===== src/rtl/rrf_alloc_pkg.sv =====
// Shared sizing constants for the rename-register allocator and its interface.
package rrf_alloc_pkg;
  localparam int unsigned RRF_NUM_DEF = 64;
  localparam int unsigned RRF_SEL_DEF = 6;
endpackage


===== src/rtl/rrf_alloc_if.sv =====
// Dispatch-side allocation handshake between the DP stage and the RRF allocator.
interface rrf_alloc_if
  import rrf_alloc_pkg::*;
#(
    parameter int unsigned RRF_SEL = RRF_SEL_DEF
);
    logic               dp_req1_i;
    logic               dp_req2_i;
    logic               stall_o;
    logic               alloc_en1_o;
    logic [RRF_SEL-1:0] alloc_tag1_o;
    logic               alloc_en2_o;
    logic [RRF_SEL-1:0] alloc_tag2_o;

    modport master (
        output dp_req1_i, dp_req2_i,
        input  stall_o, alloc_en1_o, alloc_tag1_o, alloc_en2_o, alloc_tag2_o
    );

    modport slave (
        input  dp_req1_i, dp_req2_i,
        output stall_o, alloc_en1_o, alloc_tag1_o, alloc_en2_o, alloc_tag2_o
    );
endinterface


===== src/rtl/rrf_alloc.sv =====
// RRF free-window allocator: hands out up to two tags per cycle, reclaims on commit,
// and rewinds the allocation pointer on flush.
module rrf_alloc
  import rrf_alloc_pkg::*;
#(
    parameter int unsigned RRF_NUM = RRF_NUM_DEF,
    parameter int unsigned RRF_SEL = RRF_SEL_DEF
) (
    input  logic               clk,
    input  logic               reset,
    rrf_alloc_if.slave         dp,
    input  logic [1:0]         com_num_i,
    output logic [RRF_SEL-1:0] com_ptr_o,
    input  logic               flush_i,
    input  logic [RRF_SEL-1:0] flush_tag_i,
    output logic [RRF_SEL:0]   freenum_o
);
    localparam int unsigned FREE_W = RRF_SEL + 1;

    logic [RRF_SEL-1:0] alloc_ptr;
    logic [RRF_SEL-1:0] com_ptr;
    logic [FREE_W-1:0]  freenum;

    logic [1:0]         req_cnt;
    logic [1:0]         alloc_num;
    logic               stall;
    logic [RRF_SEL-1:0] com_ptr_n;
    logic [RRF_SEL-1:0] flush_dist;
    logic [RRF_SEL-1:0] alloc_ptr_next;
    logic [FREE_W-1:0]  freenum_next;

    always_comb begin
        req_cnt  = {1'b0, dp.dp_req1_i} + {1'b0, dp.dp_req2_i};
        stall    = (FREE_W'(req_cnt) > freenum) | flush_i;
        alloc_num = {1'b0, dp.dp_req1_i & ~stall} + {1'b0, dp.dp_req2_i & ~stall};
        com_ptr_n = com_ptr + RRF_SEL'(com_num_i);
        flush_dist = flush_tag_i - com_ptr_n;

        alloc_ptr_next = alloc_ptr + RRF_SEL'(alloc_num);
        freenum_next   = freenum - FREE_W'(alloc_num) + FREE_W'(com_num_i);
        if (flush_i) begin
            // Surviving in-flight span is com_ptr_n..flush_tag_i-1; zero span means all free.
            alloc_ptr_next = flush_tag_i;
            freenum_next   = FREE_W'(RRF_NUM) - FREE_W'(flush_dist);
        end
    end

    always_ff @(posedge clk) begin
        if (reset) begin
            alloc_ptr <= '0;
            com_ptr   <= '0;
            freenum   <= FREE_W'(RRF_NUM);
        end else begin
            alloc_ptr <= alloc_ptr_next;
            com_ptr   <= com_ptr_n;
            freenum   <= freenum_next;
        end
    end

    assign dp.stall_o      = stall;
    assign dp.alloc_en1_o  = dp.dp_req1_i & ~stall;
    assign dp.alloc_en2_o  = dp.dp_req2_i & ~stall;
    assign dp.alloc_tag1_o = alloc_ptr;
    assign dp.alloc_tag2_o = dp.dp_req1_i ? alloc_ptr + RRF_SEL'(1) : alloc_ptr;
    assign com_ptr_o       = com_ptr;
    assign freenum_o       = freenum;
endmodule


===== src/flat_wrapper.sv =====
// flat-port wrapper written by rule: the top's interface ports become plain ports
module rrf_alloc_flat import rrf_alloc_pkg::*;
#(
    parameter int unsigned RRF_NUM = RRF_NUM_DEF,
    parameter int unsigned RRF_SEL = RRF_SEL_DEF
)
  (clk, reset, com_num_i, com_ptr_o, flush_i, flush_tag_i, freenum_o, dp_dp_req1_i, dp_dp_req2_i, dp_stall_o, dp_alloc_en1_o, dp_alloc_tag1_o, dp_alloc_en2_o, dp_alloc_tag2_o);
  rrf_alloc_if #(.RRF_SEL(RRF_SEL)) dp_i ();
  input  logic clk;
  input  logic reset;
  input  logic [1:0] com_num_i;
  output logic [RRF_SEL-1:0] com_ptr_o;
  input  logic flush_i;
  input  logic [RRF_SEL-1:0] flush_tag_i;
  output logic [RRF_SEL:0] freenum_o;
  input wire logic [$bits(dp_i.dp_req1_i)-1:0] dp_dp_req1_i;
  input wire logic [$bits(dp_i.dp_req2_i)-1:0] dp_dp_req2_i;
  output wire logic [$bits(dp_i.stall_o)-1:0] dp_stall_o;
  output wire logic [$bits(dp_i.alloc_en1_o)-1:0] dp_alloc_en1_o;
  output wire logic [$bits(dp_i.alloc_tag1_o)-1:0] dp_alloc_tag1_o;
  output wire logic [$bits(dp_i.alloc_en2_o)-1:0] dp_alloc_en2_o;
  output wire logic [$bits(dp_i.alloc_tag2_o)-1:0] dp_alloc_tag2_o;
  assign dp_i.dp_req1_i = dp_dp_req1_i;
  assign dp_i.dp_req2_i = dp_dp_req2_i;
  assign dp_stall_o = dp_i.stall_o;
  assign dp_alloc_en1_o = dp_i.alloc_en1_o;
  assign dp_alloc_tag1_o = dp_i.alloc_tag1_o;
  assign dp_alloc_en2_o = dp_i.alloc_en2_o;
  assign dp_alloc_tag2_o = dp_i.alloc_tag2_o;
  rrf_alloc #(.RRF_NUM(RRF_NUM), .RRF_SEL(RRF_SEL)) u_core (.clk(clk), .reset(reset), .dp(dp_i), .com_num_i(com_num_i), .com_ptr_o(com_ptr_o), .flush_i(flush_i), .flush_tag_i(flush_tag_i), .freenum_o(freenum_o));
endmodule

===== config.mk =====
export PLATFORM = sky130hd
export DESIGN_NAME = rrf_alloc_flat
export DESIGN_NICKNAME = d
export VERILOG_FILES = /design/src/rtl/rrf_alloc_pkg.sv /design/src/rtl/rrf_alloc_if.sv /design/src/rtl/rrf_alloc.sv /design/src/flat_wrapper.sv
export SDC_FILE = /design/constraint.sdc
export NUM_CORES = 1
export LEC_CHECK = 0
export CAP_MARGIN = 20
export CORE_MARGIN = 5
export CORE_UTILIZATION = 53
export CTS_CLUSTER_DIAMETER = 200
export CTS_CLUSTER_SIZE = 14
export DETAILED_ROUTE_END_ITERATION = 10
export PLACE_DENSITY_LB_ADDON = 0.08
export SLEW_MARGIN = 20
export SYNTH_ARGS = -nofsm -noshare
export SYNTH_HDL_FRONTEND = slang
export SYNTH_SLANG_ARGS = --single-unit

===== constraint.sdc =====
create_clock -name clk -period 6 [get_ports clk]
set_input_delay 0.9 -clock clk [delete_from_list [all_inputs] [get_ports clk]]
set_output_delay 0.9 -clock clk [all_outputs]
set_load 0.01 [all_outputs]

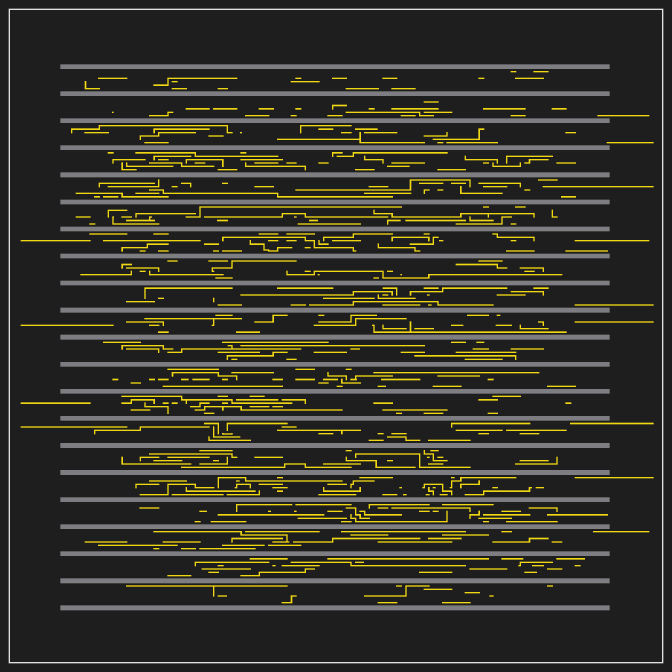
Fig. 1. Signal wires on met1.
Supply wires on this layer in grey.
The longest straight run is 20.2 um. The layer holds 47% of the routed length.

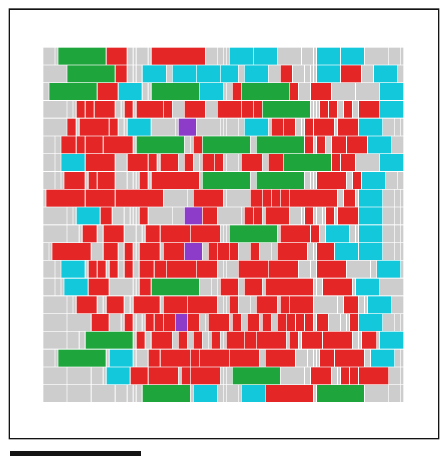
Fig. 2. Cell classes on the final placement.
Bar = 20 um. Fill, decap, tap and diode cells in grey.
Key: green = registers [cells 19]; red = remaining logic cells [cells 167]; purple = clock drivers and dummy loads [cells 4]; cyan = remaining buffers and delay cells [cells 41]

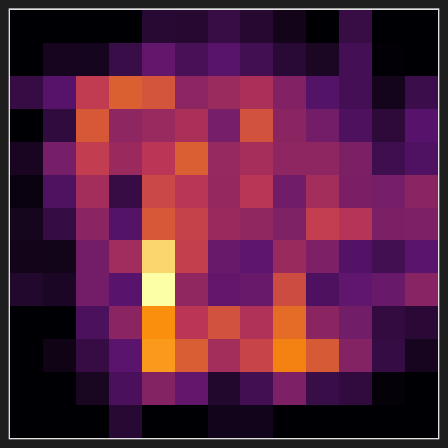
Fig. 3. Routed metal per tile.
The die is cut into 13 by 13 equal tiles; black is low, pale yellow is high, scaled to the fullest tile. Values are wire area over tile area, all layers added.
The emptiest ninth of the die: south-west. The densest ninth of the die: centre. 17% of the tiles are nearly empty. The fullest tile reaches 0.51. The mean over all tiles is 0.14. 14% of the tiles are over half the peak.

==> impl_results.rst <==
Synthesis and place-and-route
=============================

.. list-table::
   :header-rows: 1

   * - Metric
     - Value
   * - Run status
     - completed
   * - Area share of xor/xnor cells in the synthesized design
     - 14.6%
   * - Global Route met2 Usage
     - 31.7%
   * - RePlAce Congestion
     - 0.794
   * - Clock buffer cells
     - 3
   * - Leak
     - between 0.9 and 1 nW
   * - Late-Pin Clk Latency
     - roughly 300 ps
   * - Flop2flop setup slack
     - roughly 2500 ps
   * - Height of the die
     - 65.5 um
   * - Number of enable flip-flop cells
     - 0
   * - Root buffer selected by CTS
     - clkbuf_4
   * - CP max-delay cell
     - clkdlybuf4s50_1
   * - Number of pins with negative max-slew slack in the final report
     - 0
   * - Count of multi-input gates
     - 143
   * - Path depth of the worst reg2reg path
     - 17
   * - Antenna diode instance count
     - 0
   * - Total half-perimeter wirelength after legalization and detailed placement
     - 3.13 mm
   * - Synth cell count leaders
     - 28 x nor2_1, 26 x ha_1, 24 x inv_1
   * - CP Buf/Inv Count
     - 3
   * - Global Route Usage Sum
     - 18.9%
   * - Remaining antenna violation count after routing
     - 0
   * - Reg-to-reg startpoint
     - u_core.freenum_o[1]
   * - Number of hold-repair buffers added at the cts stage
     - 0
   * - Worst Setup Slack, final
     - roughly 1500 ps
   * - Start-to-end type of the worst setup path
     - in2reg
   * - Proportion of synthesized flip-flops having asynchronous set or reset
     - 0%
   * - Non-clock buffers
     - 41
   * - Clock tree from TritonCTS
     - built
   * - Slew at the pin closest to its max-slew limit
     - 823 ps
   * - Met3 layer wire length in the routed design
     - 157 um
   * - Per-instance average area after synthesis
     - 8.56 um^2
   * - Vias per cell
     - 5.31
   * - Routed wire length
     - 3.70 mm
   * - Mux share of post-synthesis cell area
     - 2.45%
   * - Combinational Area
     - 1140 um^2
   * - Flip-flop and latch area
     - 380 um^2
   * - Seq area share
     - 18.2%
   * - Post-cts resize count
     - 0
   * - Via count of the first global-routing pass
     - 1,432
   * - First-pass detailed-route iteration total
     - 4
   * - Total power divided by cell area
     - 340 nW/um^2
   * - Worst min path class
     - reg2reg
   * - Arrival time at the worst endpoint
     - 4740 ps
   * - Fin Hold WS
     - 562 ps
   * - Number of buffer cells added on primary ports
     - 40
   * - Placeable core region
     - between 3000 and 4000 um^2
   * - Clk cell area share
     - 1.32%
   * - Synth area leader
     - dfxtp_1
   * - Sequential element share of the synthesized area
     - around a quarter
   * - Number of well taps
     - 33
   * - Share of layout cells above drive strength 1
     - under 10%
   * - Area of the mapped netlist
     - ~1600 um^2
   * - Post-layout util
     - 69.7%
   * - Largest incremental delay on the critical path
     - between 500 and 600 ps
   * - Number of post-CTS setup repair buffers
     - 0
   * - Cell Rows
     - 20
   * - Pre-placement core utilization
     - 54.4%
   * - DRC viols
     - 0
   * - Multi-input gate share of total cell area
     - 54.7%
   * - Global route total overflow
     - 0
   * - Largest class
     - multi-input combinational cells
   * - Layout fillers
     - 265
   * - Synth Area in Compound Gates
     - between 10 and 15%
   * - Slew HR
     - between 40% and 50%
   * - Total cells reported by yosys after synthesis
     - 191
   * - Worst VDD drop
     - 0.289 mV
   * - Synth top area cells
     - dfxtp_1 23%, ha_1 20%, nor2_1 6.4%
Power figures rest on the tool's default switching activity, not on a simulated workload.
